--- src/rtl/phrase_player_if.sv ---
// Note stream from phrase_player to a tone consumer, with status flags.
// master = player side, slave = consumer side.
interface phrase_player_if #(
  parameter int NOTE_W = 6
);
  logic [NOTE_W-1:0] note_out;
  logic              note_valid;
  logic              note_ready;
  logic [3:0]        index;
  logic              busy;
  logic              done;

  modport master (
    output note_out, note_valid, index, busy, done,
    input  note_ready
  );

  modport slave (
    input  note_out, note_valid, index, busy, done,
    output note_ready
  );
endinterface

--- src/rtl/phrase_player.sv ---
// Plays a 16-note snapshot oldest-first, one note per beat, with a BEAT_CYCLES gap between notes.
// Latency: first note valid 1 cycle after start; note_valid holds under backpressure; outputs registered.
module phrase_player #(
  parameter int NOTE_W      = 6,
  parameter int BEAT_CYCLES = 16
) (
  input  logic              clk,
  input  logic              reset,
  input  logic [NOTE_W-1:0] n0,
  input  logic [NOTE_W-1:0] n1,
  input  logic [NOTE_W-1:0] n2,
  input  logic [NOTE_W-1:0] n3,
  input  logic [NOTE_W-1:0] n4,
  input  logic [NOTE_W-1:0] n5,
  input  logic [NOTE_W-1:0] n6,
  input  logic [NOTE_W-1:0] n7,
  input  logic [NOTE_W-1:0] n8,
  input  logic [NOTE_W-1:0] n9,
  input  logic [NOTE_W-1:0] n10,
  input  logic [NOTE_W-1:0] n11,
  input  logic [NOTE_W-1:0] n12,
  input  logic [NOTE_W-1:0] n13,
  input  logic [NOTE_W-1:0] n14,
  input  logic [NOTE_W-1:0] n15,
  input  logic              buffer_full,
  input  logic              start,
  input  logic              abort,
  phrase_player_if.master   play
);

  typedef enum logic [1:0] {IDLE, EMIT, GAP, DONE} state_t;

  localparam logic [15:0] GAP_LOAD = 16'(BEAT_CYCLES - 1);

  state_t            state;
  logic [NOTE_W-1:0] phrase [16];
  logic [NOTE_W-1:0] snap   [16];
  logic [15:0]       gap_cnt;
  logic [3:0]        index_q;
  logic [3:0]        next_index;
  logic [NOTE_W-1:0] note_q;
  logic              valid_q;
  logic              busy_q;
  logic              done_q;
  logic              take;
  logic              transfer;

  // Playback position k carries n(15-k): position 0 is the oldest note.
  assign phrase[0]  = n15;
  assign phrase[1]  = n14;
  assign phrase[2]  = n13;
  assign phrase[3]  = n12;
  assign phrase[4]  = n11;
  assign phrase[5]  = n10;
  assign phrase[6]  = n9;
  assign phrase[7]  = n8;
  assign phrase[8]  = n7;
  assign phrase[9]  = n6;
  assign phrase[10] = n5;
  assign phrase[11] = n4;
  assign phrase[12] = n3;
  assign phrase[13] = n2;
  assign phrase[14] = n1;
  assign phrase[15] = n0;

  assign next_index = index_q + 4'd1;
  assign take       = (state == IDLE) && start && buffer_full;
  assign transfer   = valid_q && play.note_ready;

  // Snapshot is pure data, so it needs no reset; it only loads on an accepted start.
  always_ff @(posedge clk) begin
    if (!reset && !abort && take) begin
      for (int k = 0; k < 16; k++) begin
        snap[k] <= phrase[k];
      end
    end
  end

  always_ff @(posedge clk) begin
    if (reset || abort) begin
      state   <= IDLE;
      note_q  <= '0;
      valid_q <= 1'b0;
      index_q <= 4'd0;
      busy_q  <= 1'b0;
      done_q  <= 1'b0;
      gap_cnt <= 16'd0;
    end else begin
      case (state)
        IDLE: begin
          done_q <= 1'b0;
          if (take) begin
            state   <= EMIT;
            index_q <= 4'd0;
            note_q  <= phrase[0];
            valid_q <= 1'b1;
            busy_q  <= 1'b1;
          end
        end
        EMIT: begin
          if (transfer) begin
            valid_q <= 1'b0;
            note_q  <= '0;
            if (index_q == 4'd15) begin
              state  <= DONE;
              done_q <= 1'b1;
            end else begin
              state   <= GAP;
              gap_cnt <= GAP_LOAD;
            end
          end
        end
        GAP: begin
          if (gap_cnt == 16'd0) begin
            state   <= EMIT;
            index_q <= next_index;
            note_q  <= snap[next_index];
            valid_q <= 1'b1;
          end else begin
            gap_cnt <= gap_cnt - 16'd1;
          end
        end
        DONE: begin
          state   <= IDLE;
          done_q  <= 1'b0;
          busy_q  <= 1'b0;
          index_q <= 4'd0;
        end
        default: begin
          state   <= IDLE;
          note_q  <= '0;
          valid_q <= 1'b0;
          index_q <= 4'd0;
          busy_q  <= 1'b0;
          done_q  <= 1'b0;
        end
      endcase
    end
  end

  assign play.note_out   = note_q;
  assign play.note_valid = valid_q;
  assign play.index      = index_q;
  assign play.busy       = busy_q;
  assign play.done       = done_q;

endmodule

--- src/flat_wrapper.sv ---
// flat-port wrapper written by rule: the top's interface ports become plain ports
module phrase_player_flat 
#(
  parameter int NOTE_W      = 6,
  parameter int BEAT_CYCLES = 16
)
  (clk, reset, n0, n1, n2, n3, n4, n5, n6, n7, n8, n9, n10, n11, n12, n13, n14, n15, buffer_full, start, abort, play_note_out, play_note_valid, play_index, play_busy, play_done, play_note_ready);
  phrase_player_if #(.NOTE_W(NOTE_W)) play_i ();
  input  logic clk;
  input  logic reset;
  input  logic [NOTE_W-1:0] n0;
  input  logic [NOTE_W-1:0] n1;
  input  logic [NOTE_W-1:0] n2;
  input  logic [NOTE_W-1:0] n3;
  input  logic [NOTE_W-1:0] n4;
  input  logic [NOTE_W-1:0] n5;
  input  logic [NOTE_W-1:0] n6;
  input  logic [NOTE_W-1:0] n7;
  input  logic [NOTE_W-1:0] n8;
  input  logic [NOTE_W-1:0] n9;
  input  logic [NOTE_W-1:0] n10;
  input  logic [NOTE_W-1:0] n11;
  input  logic [NOTE_W-1:0] n12;
  input  logic [NOTE_W-1:0] n13;
  input  logic [NOTE_W-1:0] n14;
  input  logic [NOTE_W-1:0] n15;
  input  logic buffer_full;
  input  logic start;
  input  logic abort;
  output wire logic [$bits(play_i.note_out)-1:0] play_note_out;
  output wire logic [$bits(play_i.note_valid)-1:0] play_note_valid;
  output wire logic [$bits(play_i.index)-1:0] play_index;
  output wire logic [$bits(play_i.busy)-1:0] play_busy;
  output wire logic [$bits(play_i.done)-1:0] play_done;
  input wire logic [$bits(play_i.note_ready)-1:0] play_note_ready;
  assign play_note_out = play_i.note_out;
  assign play_note_valid = play_i.note_valid;
  assign play_index = play_i.index;
  assign play_busy = play_i.busy;
  assign play_done = play_i.done;
  assign play_i.note_ready = play_note_ready;
  phrase_player #(.NOTE_W(NOTE_W), .BEAT_CYCLES(BEAT_CYCLES)) u_core (.clk(clk), .reset(reset), .n0(n0), .n1(n1), .n2(n2), .n3(n3), .n4(n4), .n5(n5), .n6(n6), .n7(n7), .n8(n8), .n9(n9), .n10(n10), .n11(n11), .n12(n12), .n13(n13), .n14(n14), .n15(n15), .buffer_full(buffer_full), .start(start), .abort(abort), .play(play_i));
endmodule
--- config.mk ---
export PLATFORM = sky130hd
export DESIGN_NAME = phrase_player_flat
export DESIGN_NICKNAME = d
export VERILOG_FILES = /design/src/rtl/phrase_player_if.sv /design/src/rtl/phrase_player.sv /design/src/flat_wrapper.sv
export SDC_FILE = /design/constraint.sdc
export NUM_CORES = 1
export LEC_CHECK = 0
export ABC_AREA = 1
export CAP_MARGIN = 15
export CORE_AREA = 2 2 120 122
export DETAILED_ROUTE_END_ITERATION = 8
export DIE_AREA = 0 0 122 124
export PLACE_DENSITY = 0.73
export SYNTH_ARGS = -nofsm -noshare
export SYNTH_HDL_FRONTEND = slang
export SYNTH_SLANG_ARGS = --single-unit
export TNS_END_PERCENT = 100
--- constraint.sdc ---
create_clock -name clk -period 10.8 [get_ports clk]
set_input_delay 1.08 -clock clk [delete_from_list [all_inputs] [get_ports clk]]
set_output_delay 1.08 -clock clk [all_outputs]
set_load 0.03 [all_outputs]
placement.png
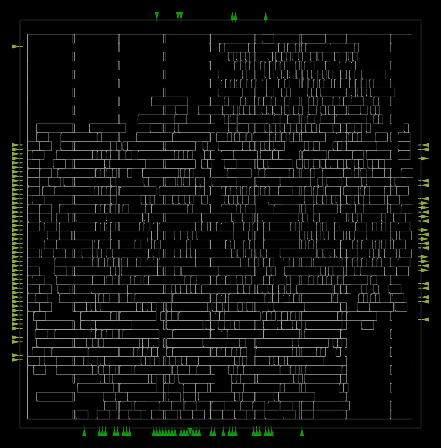
number of inserted filler cells in the final layout: 1226
Seq area share: 0.4423
Well Taps: 180

wires.png
(3 px per micron) Only two layers are drawn.
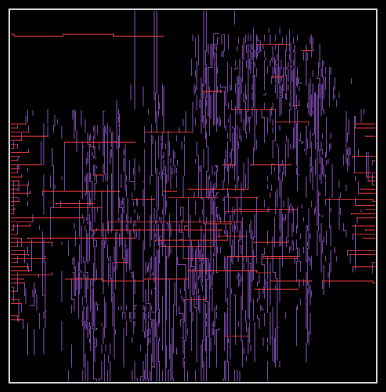
| layer | color | wire length |
|---|---|---|
| metal 3 | red | 1030 microns |
| metal 2 | purple | 6580 microns |

==> flow_results.org <==
#+TITLE: Flow metrics

** Logic synthesis
- The synthesis report lists the most area-consuming cells as sky130_fd_sc_hd__edfxtp_1 (47%), sky130_fd_sc_hd__nand2_1 (13%), sky130_fd_sc_hd__dfxtp_1 (10%).
- After synthesis the cells add up to a little over 0.006 sq mm.
- The most used flip-flop cell after synthesis is sky130_fd_sc_hd__edfxtp_1.
- Main combinational cell family by area after synthesis :: simple AND/OR/NAND/NOR gates
- Post-synth regs :: approximately 130
- Area fraction in mux cells :: 0
- Net count of the mapped netlist :: 819
- In this run, the synthesized area fraction spent on and/or/nand/nor cells is recorded as 0.2819.
- Of the total synthesized cell area, the portion taken by AND-OR and OR-AND cells is 0.02499.
- The share of synthesized area in the top cell type comes to 0.4719.
- Looking at area per cell type in the netlist, the leader is sky130_fd_sc_hd__edfxtp_1.
- Distinct lib cells :: 33
- Counting instances in the post-synthesis netlist gives the leading cell types as sky130_fd_sc_hd__nand2_1 (210), sky130_fd_sc_hd__inv_1 (111), sky130_fd_sc_hd__edfxtp_1 (96).
- The share of the Yosys chip area taken by registers is 0.5735.
- Per the Yosys statistics, synthesis produced a little over 700 cells.
- Yosys warns :: 0
- The synthesized design contains ~96 enable-type register cells.
- Ys async rst share :: 0
- The cell-mix breakdown from Yosys lists the XOR/XNOR area share as 0.01147.
- Most instantiated library cell after synthesis :: sky130_fd_sc_hd__nand2_1
- Number of standard cells after synthesis :: between 700 and 800

** Floorplan
- The floorplan step set the die width to 122 microns.
- Placement row count :: 43
- According to the I/O placement log, the pin count is ~120.
- The die covers approximately 0.015 sq mm.
- The initial utilization of the core area, before any placement, comes to 0.4452.
- Placeable core region :: 0.01372 sq mm

** Setup path
- For the worst setup path, the data required time is 10.83 ns.
- In this run the critical register-to-register path is captured at u_core.play.note_out[3].
- Reg-to-Reg Start :: u_core.play.index[0]
- Together, buffers and inverters on the worst path number 3.
- STA puts the critical path data arrival time at 4.27 ns.
- Critical Path Start :: abort
- Worst-path maximum fanout :: ~94
- Worst setup path end :: u_core.snap[14][2]
- STA classifies the critical path endpoint as a flip-flop.
- In this design, the largest share of critical-path delay is due to buffers and inverters.
- Register-to-Register Setup Slack :: about 7.5 ns
- The timing report shows that the slowest cell on the worst path is sky130_fd_sc_hd__buf_4.
- STA classifies the critical path startpoint as an input pin.
- Startpoint-to-endpoint class of the critical path :: input pin to flip-flop
- The cell sequence reported for the critical path is clkdlybuf4s50_1 > nor2_1 > clkinv_1 > nor2_4 > buf_4.
- All stages included, the depth of the critical timing path comes to 5.
- On the worst path, the slowest cell contributes a delay of around 0.86 ns.

** Power and ir drop
- For this design the static power due to leakage is between 3 and 4 nW.
- Across the VDD grid, the largest voltage drop is around 0.09 mV.
- The final power report lists total power as between 1 and 1.5 mW.
- Power Density :: around 160 mW/mm^2

** Global route
- The via count of the first global-routing pass was 4662.
- Entering global routing, the biggest net connects roughly 95 pins.
- Total global-route track usage over all layers is 0.2019.

** Final timing
- Setup-failing EPs final :: 0
- Timing would allow up to between 0.2 and 0.25 GHz.
- Worst slack on hold paths :: 0.4964 ns
- Setup_tns :: 0 ns
- Period utilization :: 0.3925
- Number of pins with negative max-slew slack in the final report :: 0
- Headroom to the max-slew limit came out at 0.2336.
- Hold Violations, Final :: 0
- Final worst slack :: between 6 and 7 ns
- Setup repair after global routing left no endpoint under its margin.
- Looking at the max-slew report, the worst-margin pin has a slew of 1.150 ns.
- On the final layout, the worst clock skew is approximately 0.0084 ns.
- Min Tclk post-route :: 4.239 ns

** Route
- In this run the remaining antenna-violating nets after routing total 0.
- After detailed routing, the average wire length per cell comes to 13.89 microns.
- Initial DRC Count :: approximately 380
- Detailed routing inserted a total of just under 5000 vias.
- In the routed layout, each cell is associated on average with a via count of roughly 4.8.
- DRC violations left :: 0
- For this block, the routed nets add up to roughly 14000 microns of wire.

** Layout
- At the end of the flow, the number of nets in the layout was between 900 and 1000.
- For this run, the number of standard cells in the final layout without fillers is between 1000 and 1500.
- Final core occ :: 0.5776
- Leading cell types in the layout, fill and taps excluded :: sky130_fd_sc_hd__nand2_1 (210), sky130_fd_sc_hd__clkdlybuf4s50_1 (114), sky130_fd_sc_hd__inv_1 (111), sky130_fd_sc_hd__edfxtp_1 (96), sky130_fd_sc_hd__nand3_1 (92)
- For this run, the script counts the antenna cells in the layout as 0.
- Cell area after layout :: around 0.0079 sq mm

** Clock network
- Post-CTS repair changed the size of 0 cells.
- Per the CTS log, the buffer count on the longest clock path is 2.
- Clock-pin slew reported for the worst setup and hold paths after clock tree synthesis :: ~0.06 ns
- Clock buffers created by TritonCTS :: 17
- TritonCTS built the clock tree.
- Clock latency on the worst-skew pair :: between 0.4 and 0.5 ns
- Post-CTS Hold Buffers :: 0
- Post-CTS repair timing setup buffer count :: 0
- The clock H-tree reported by CTS has 4 levels.
- Root Driver :: sky130_fd_sc_hd__clkbuf_16

** Placed design
- Routability Congestion :: approximately 0.85
- Input/output buffers :: about 110
- After detailed placement, the design holds a cell count of around 980.
- Pre-CTS worst setup slack :: 6.101 ns

** Job
- The logs give a warning total of 31.
- Count of max-cap constraint violations :: 0

** Min path
- Tightest Hold Check Type :: flip-flop to flip-flop

** Outcome
- Status :: completed
metal_density.png
(2 px per micron) The die is cut into 24 by 25 equal tiles; dark purple is low, yellow is high, scaled to the fullest tile. Values are wire area over tile area, all layers added.
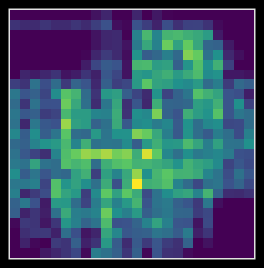
densest ninth of the die: middle
mean over tiles: 0.15
tiles over half the peak: 26%

-- final cells by class --
| class | instances | area (sq um) | share of cell area |
|---|---|---|---|
| Multi-Input combinational cell | 444 | 2052 | 0.2590 |
| Timing Repair Buffer | 116 | 1156 | 0.1459 |
| Tap cell | 180 | 225.2 | 0.02842 |
| Clock inverter | 15 | 136.4 | 0.01721 |
| Sequential cell | 127 | 3505 | 0.4423 |
| Clock buffer | 17 | 425.4 | 0.05369 |
| Inverter | 113 | 424.2 | 0.05353 |
-- sequential cells by signal (all words and copies together), names as in the netlist --
signal,cells
u_core.gap_cnt,16
u_core.play.busy,1
u_core.play.done,1
u_core.play.index,4
u_core.play.note_out,6
u_core.play.note_valid,1
u_core.snap,96
u_core.state,2
-- worst register-to-register path: cells and delay by family (launching register included) --
kind                       cells  cell delay, ns
and+or+nand+nor                5            0.77
DFF                            1            0.31
AOI/OAI and AO/OA              1            0.05
buffers and inverters          2            1.13
adders and majority gates      1            0.93
-- report_power, final --
group	switching [mW]	internal [mW]
Combinational	0.101	0.0749
Clock	0.218	0.319
Sequential	0.00569	0.538
-- how the worst min path moves through the flow --
stage,cells after the start,to,slack [ns],startpoint
floorplan,2,u_core.gap_cnt[1],0.46,u_core.gap_cnt[1]
global placement,2,u_core.gap_cnt[1],0.47,u_core.gap_cnt[1]
detailed placement,2,u_core.gap_cnt[1],0.48,u_core.gap_cnt[1]
CTS,2,u_core.gap_cnt[1],0.50,u_core.gap_cnt[1]
global route,2,u_core.play.note_valid,0.53,u_core.play.note_valid
finish,2,u_core.gap_cnt[1],0.50,u_core.gap_cnt[1]
-- layer usage --
metal  vias to the layer above  track usage  share of wire
met3                        12      0.06181          0.074
met5                         -            0              0
met4                         0      0.05532         0.0097
met1                      2198       0.2701           0.45
li1                       2462            -              -
met2                       159       0.3198           0.47
No activity file was given, so power comes from the tool's default toggle rates.
